==> src/rtl/uart_pkg.sv <==
// rtl/uart_pkg.sv - shared UART encodings and baud helper
package uart_pkg;

  localparam int PAR_NONE = 0;
  localparam int PAR_EVEN = 1;
  localparam int PAR_ODD  = 2;

  typedef enum logic [2:0] {
    ST_IDLE,
    ST_START,
    ST_DATA,
    ST_PARITY,
    ST_STOP,
    ST_WAIT_HIGH
  } rx_state_e;

  function automatic int clks_per_bit(input int clk, input int baud);
    return clk / baud;
  endfunction

endpackage

==> src/rtl/uart_sync2.sv <==
// rtl/uart_sync2.sv - two-flop synchroniser with selectable reset level
module uart_sync2 #(
  parameter logic RESET_VAL = 1'b1
) (
  input  logic clk,
  input  logic rst_n,
  input  logic d,
  output logic q
);

  logic [1:0] sync_q;
  logic [1:0] sync_d;

  always_comb begin
    sync_d = {sync_q[0], d};
  end

  always_ff @(posedge clk or negedge rst_n) begin
    if (!rst_n) begin
      sync_q <= {2{RESET_VAL}};
    end else begin
      sync_q <= sync_d;
    end
  end

  assign q = sync_q[1];

endmodule

==> src/rtl/uart_rx_param.sv <==
// rtl/uart_rx_param.sv - parametrised UART receiver with parity/framing/break reporting
module uart_rx_param
  import uart_pkg::*;
#(
  parameter int CLK_FREQ  = 50000000,
  parameter int BAUD      = 115200,
  parameter int DATA_BITS = 8,
  parameter int PARITY    = 0,
  parameter int STOP_BITS = 1,
  parameter int LSB_FIRST = 1
) (
  input  logic                 clk_50M,
  input  logic                 rst_n,
  input  logic                 rx,
  output logic [DATA_BITS-1:0] rx_data,
  output logic                 rx_valid,
  output logic                 parity_err,
  output logic                 frame_err,
  output logic                 rx_break,
  output logic                 rx_busy
);

  localparam int CPB   = clks_per_bit(CLK_FREQ, BAUD);
  localparam int HALF  = CPB / 2;
  localparam int CNT_W = $clog2(CPB);
  localparam int BIT_W = $clog2(DATA_BITS);
  localparam logic [CNT_W-1:0] CNT_LAST = CNT_W'(CPB - 1);
  localparam logic [CNT_W-1:0] CNT_HALF = CNT_W'(HALF - 1);
  localparam logic [BIT_W-1:0] BIT_LAST = BIT_W'(DATA_BITS - 1);
  localparam logic             TWO_STOP = (STOP_BITS == 2);

  logic rx_s;

  uart_sync2 #(.RESET_VAL(1'b1)) u_sync (
    .clk   (clk_50M),
    .rst_n (rst_n),
    .d     (rx),
    .q     (rx_s)
  );

  rx_state_e            state_q, state_d;
  logic [CNT_W-1:0]     cnt_q, cnt_d;
  logic [BIT_W-1:0]     bit_q, bit_d;
  logic [DATA_BITS-1:0] shift_q, shift_d;
  logic                 par_bit_q, par_bit_d;
  logic                 stop_idx_q, stop_idx_d;
  logic                 stop_err_q, stop_err_d;
  logic                 stop0_q, stop0_d;
  logic [DATA_BITS-1:0] rx_data_q, rx_data_d;
  logic                 rx_valid_q, rx_valid_d;
  logic                 parity_err_q, parity_err_d;
  logic                 frame_err_q, frame_err_d;
  logic                 rx_break_q, rx_break_d;
  logic [DATA_BITS-1:0] shift_in;
  logic                 par_xor;
  logic                 stop_first;

  always_comb begin
    if (LSB_FIRST != 0) shift_in = {rx_s, shift_q[DATA_BITS-1:1]};
    else                shift_in = {shift_q[DATA_BITS-2:0], rx_s};
    par_xor    = (^shift_q) ^ par_bit_q;
    // With two stop bits the first sample was stashed; otherwise it is the current one
    stop_first = (stop_idx_q == 1'b1) ? stop0_q : rx_s;
  end

  always_comb begin
    state_d      = state_q;
    cnt_d        = cnt_q;
    bit_d        = bit_q;
    shift_d      = shift_q;
    par_bit_d    = par_bit_q;
    stop_idx_d   = stop_idx_q;
    stop_err_d   = stop_err_q;
    stop0_d      = stop0_q;
    rx_data_d    = rx_data_q;
    rx_valid_d   = 1'b0;
    parity_err_d = parity_err_q;
    frame_err_d  = frame_err_q;
    rx_break_d   = rx_break_q;
    case (state_q)
      ST_IDLE: begin
        if (!rx_s) begin
          state_d    = ST_START;
          cnt_d      = '0;
          bit_d      = '0;
          par_bit_d  = 1'b0;
          stop_idx_d = 1'b0;
          stop_err_d = 1'b0;
          stop0_d    = 1'b1;
        end
      end
      ST_START: begin
        if (cnt_q == CNT_HALF) begin
          cnt_d   = '0;
          state_d = rx_s ? ST_IDLE : ST_DATA;
        end else begin
          cnt_d = cnt_q + 1'b1;
        end
      end
      ST_DATA: begin
        if (cnt_q == CNT_LAST) begin
          cnt_d   = '0;
          shift_d = shift_in;
          if (bit_q == BIT_LAST) begin
            bit_d   = '0;
            state_d = (PARITY != PAR_NONE) ? ST_PARITY : ST_STOP;
          end else begin
            bit_d = bit_q + 1'b1;
          end
        end else begin
          cnt_d = cnt_q + 1'b1;
        end
      end
      ST_PARITY: begin
        if (cnt_q == CNT_LAST) begin
          cnt_d     = '0;
          par_bit_d = rx_s;
          state_d   = ST_STOP;
        end else begin
          cnt_d = cnt_q + 1'b1;
        end
      end
      ST_STOP: begin
        if (cnt_q == CNT_LAST) begin
          cnt_d      = '0;
          stop_err_d = stop_err_q | ~rx_s;
          if (stop_idx_q == TWO_STOP) begin
            rx_valid_d   = 1'b1;
            rx_data_d    = shift_q;
            frame_err_d  = stop_err_q | ~rx_s;
            parity_err_d = (PARITY == PAR_EVEN) ? par_xor :
                           (PARITY == PAR_ODD)  ? ~par_xor : 1'b0;
            rx_break_d   = (shift_q == '0) && !par_bit_q && !stop_first;
            state_d      = rx_s ? ST_IDLE : ST_WAIT_HIGH;
          end else begin
            stop0_d    = rx_s;
            stop_idx_d = 1'b1;
          end
        end else begin
          cnt_d = cnt_q + 1'b1;
        end
      end
      ST_WAIT_HIGH: begin
        if (rx_s) state_d = ST_IDLE;
      end
      default: state_d = ST_IDLE;
    endcase
  end

  always_ff @(posedge clk_50M or negedge rst_n) begin
    if (!rst_n) begin
      state_q      <= ST_IDLE;
      cnt_q        <= '0;
      bit_q        <= '0;
      shift_q      <= '0;
      par_bit_q    <= 1'b0;
      stop_idx_q   <= 1'b0;
      stop_err_q   <= 1'b0;
      stop0_q      <= 1'b1;
      rx_data_q    <= '0;
      rx_valid_q   <= 1'b0;
      parity_err_q <= 1'b0;
      frame_err_q  <= 1'b0;
      rx_break_q   <= 1'b0;
    end else begin
      state_q      <= state_d;
      cnt_q        <= cnt_d;
      bit_q        <= bit_d;
      shift_q      <= shift_d;
      par_bit_q    <= par_bit_d;
      stop_idx_q   <= stop_idx_d;
      stop_err_q   <= stop_err_d;
      stop0_q      <= stop0_d;
      rx_data_q    <= rx_data_d;
      rx_valid_q   <= rx_valid_d;
      parity_err_q <= parity_err_d;
      frame_err_q  <= frame_err_d;
      rx_break_q   <= rx_break_d;
    end
  end

  assign rx_data    = rx_data_q;
  assign rx_valid   = rx_valid_q;
  assign parity_err = parity_err_q;
  assign frame_err  = frame_err_q;
  assign rx_break   = rx_break_q;
  assign rx_busy    = (state_q != ST_IDLE);

endmodule

==> config.mk <==
export PLATFORM = sky130hd
export DESIGN_NAME = uart_rx_param
export DESIGN_NICKNAME = d
export VERILOG_FILES = /design/src/rtl/uart_pkg.sv /design/src/rtl/uart_sync2.sv /design/src/rtl/uart_rx_param.sv
export SDC_FILE = /design/constraint.sdc
export NUM_CORES = 1
export LEC_CHECK = 0
export CAP_MARGIN = 20
export CORE_MARGIN = 2
export CORE_UTILIZATION = 30
export DETAILED_ROUTE_END_ITERATION = 7
export GPL_TIMING_DRIVEN = 0
export MAX_ROUTING_LAYER = met4
export SLEW_MARGIN = 5
export SYNTH_ARGS = -nofsm -noshare
export SYNTH_HDL_FRONTEND = slang
export SYNTH_SLANG_ARGS = --single-unit
==> constraint.sdc <==
create_clock -name clk_50M -period 3.41 [get_ports clk_50M]
set_clock_uncertainty 0.15 [all_clocks]
set_input_delay 0.341 -clock clk_50M [delete_from_list [all_inputs] [get_ports clk_50M]]
set_output_delay 0.341 -clock clk_50M [all_outputs]
set_load 0.05 [all_outputs]
==> results.cfg <==
; flow metrics
[run_status]
outcome = completed

[worst_setup_path]
crit_chain = clkbuf_1 -> or3_1 -> clkdlybuf4s50_1
reg2reg_depth = 7
cp_num_cells = 3

[route]
wl_met3_um = 113
vias = 1349

[synth]
ys_warn_count = 0
ys.flops = 38
syn-cell-area_um2 = 1850
edf_count = 0
synth-async-reset-ratio = 1.00
ys_sh_simple = 0.167
yosys_area_um2 = 1850

[clock_tree]
cts_root_buf = clkbuf_8
htree_levels = 2

[global_routing]
track_usage = 0.121
top_usage_layer = met2
antenna_found_initial = 0
grt_pass1_vias = 1256

[place]
gp_congestion = 0.824

[final_layout]
buffers = 25
nonClkBufAreaFrac = 0.0941

[timing]
slew_headroom = 0.665
finalWorstSetupSlack_ps = 858
setup_viol = 0
hold_slack_ps = 207

[floorplan]
initCoreUtil = 0.312
core-area_um2 = 5920
-- repair_timing --
item,in CTS,in global routing
gates resized,0,0
hold buffers,1,0
hold endpoints to repair,11,0
-- state kept, by name, summed over array words and instances, names as in the netlist --
register and cells:
stop_err_q 1, rx_data 8, bit_q 3, cnt_q 9, state_q 3, rx_valid 1
rx_break 1, u_sync.sync_q 2, par_bit_q 1, shift_q 8, frame_err 1
-- worst min-delay path by stage --
stage	to	cells past startpoint	slack, ps
2_1_floorplan	bit_q[0]	0	-100
3_3_place_gp	u_sync.sync_q[1]	0	200
3_5_place_dp	rx_valid	1	120
4_1_cts	u_sync.sync_q[1]	0	210
5_1_grt	u_sync.sync_q[1]	0	220
6_report	u_sync.sync_q[1]	0	210
-- cells in the final DEF, fill, tap and decap left out, types with 2 or more instances in the layout --
master,Yosys,final
dfrtp_1,36,36
nand2_1,18,18
o21ai_1,14,14
clkdlybuf4s50_1,0,13
nor2_1,10,10
mux2_1,10,10
inv_1,8,8
nand3_1,7,7
clkbuf_1,6,6
a21oi_1,6,6
clkbuf_8,0,6
mux2_2,5,5
ha_1,5,5
nor3_1,4,4
nor2b_1,3,3
nor4_1,3,3
o211ai_1,3,3
and2_1,3,3
or3_1,2,2
buf_2,1,2
o22ai_1,2,2
bufinv_16,0,2
dfstp_2,2,2
-- logic make-up (layout without fill, tap and decap cells) --
family,after synthesis,in the layout
other,1,1
buffers and inverters,18,42
multiplexers,15,15
flip-flops,38,38
AND/OR/NAND/NOR,59,59
adder cells (fa/ha/maj),5,5
AND-OR/OR-AND,40,40
-- where the power goes --
part | switching (mW) | internal, mW | total, mW
logic | 0.0136 | 0.00635 | 0.0199
clock network | 0.163 | 0.312 | 0.475
registers | 0.00139 | 0.452 | 0.454
**Wire density map**

16 x 16 tiles, from white (low) to dark blue (high), scaled to the fullest tile. Values are wire area over tile area, all layers added.
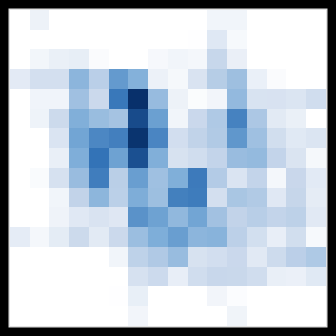
densest ninth of the die: center
nearly empty tiles: 34%
emptiest ninth of the die: lower left
fullest tile: 0.43

**Met1 routing**

The bar under the picture is 20 µm long.
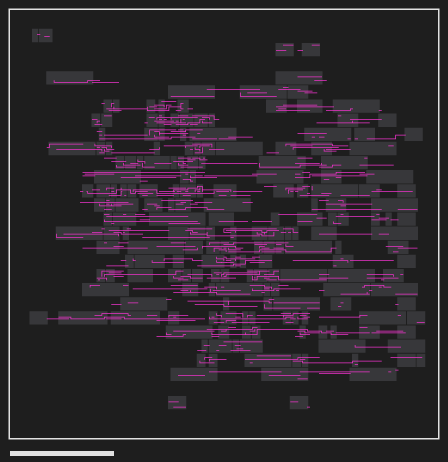
wire length on this layer: 1740 µm
share of all routed wire: 50%
nets with wire on the layer: 187
longest straight run: 23.5 µm
main direction: horizontal

Power figures rest on the tool's default switching activity, not on a simulated workload.
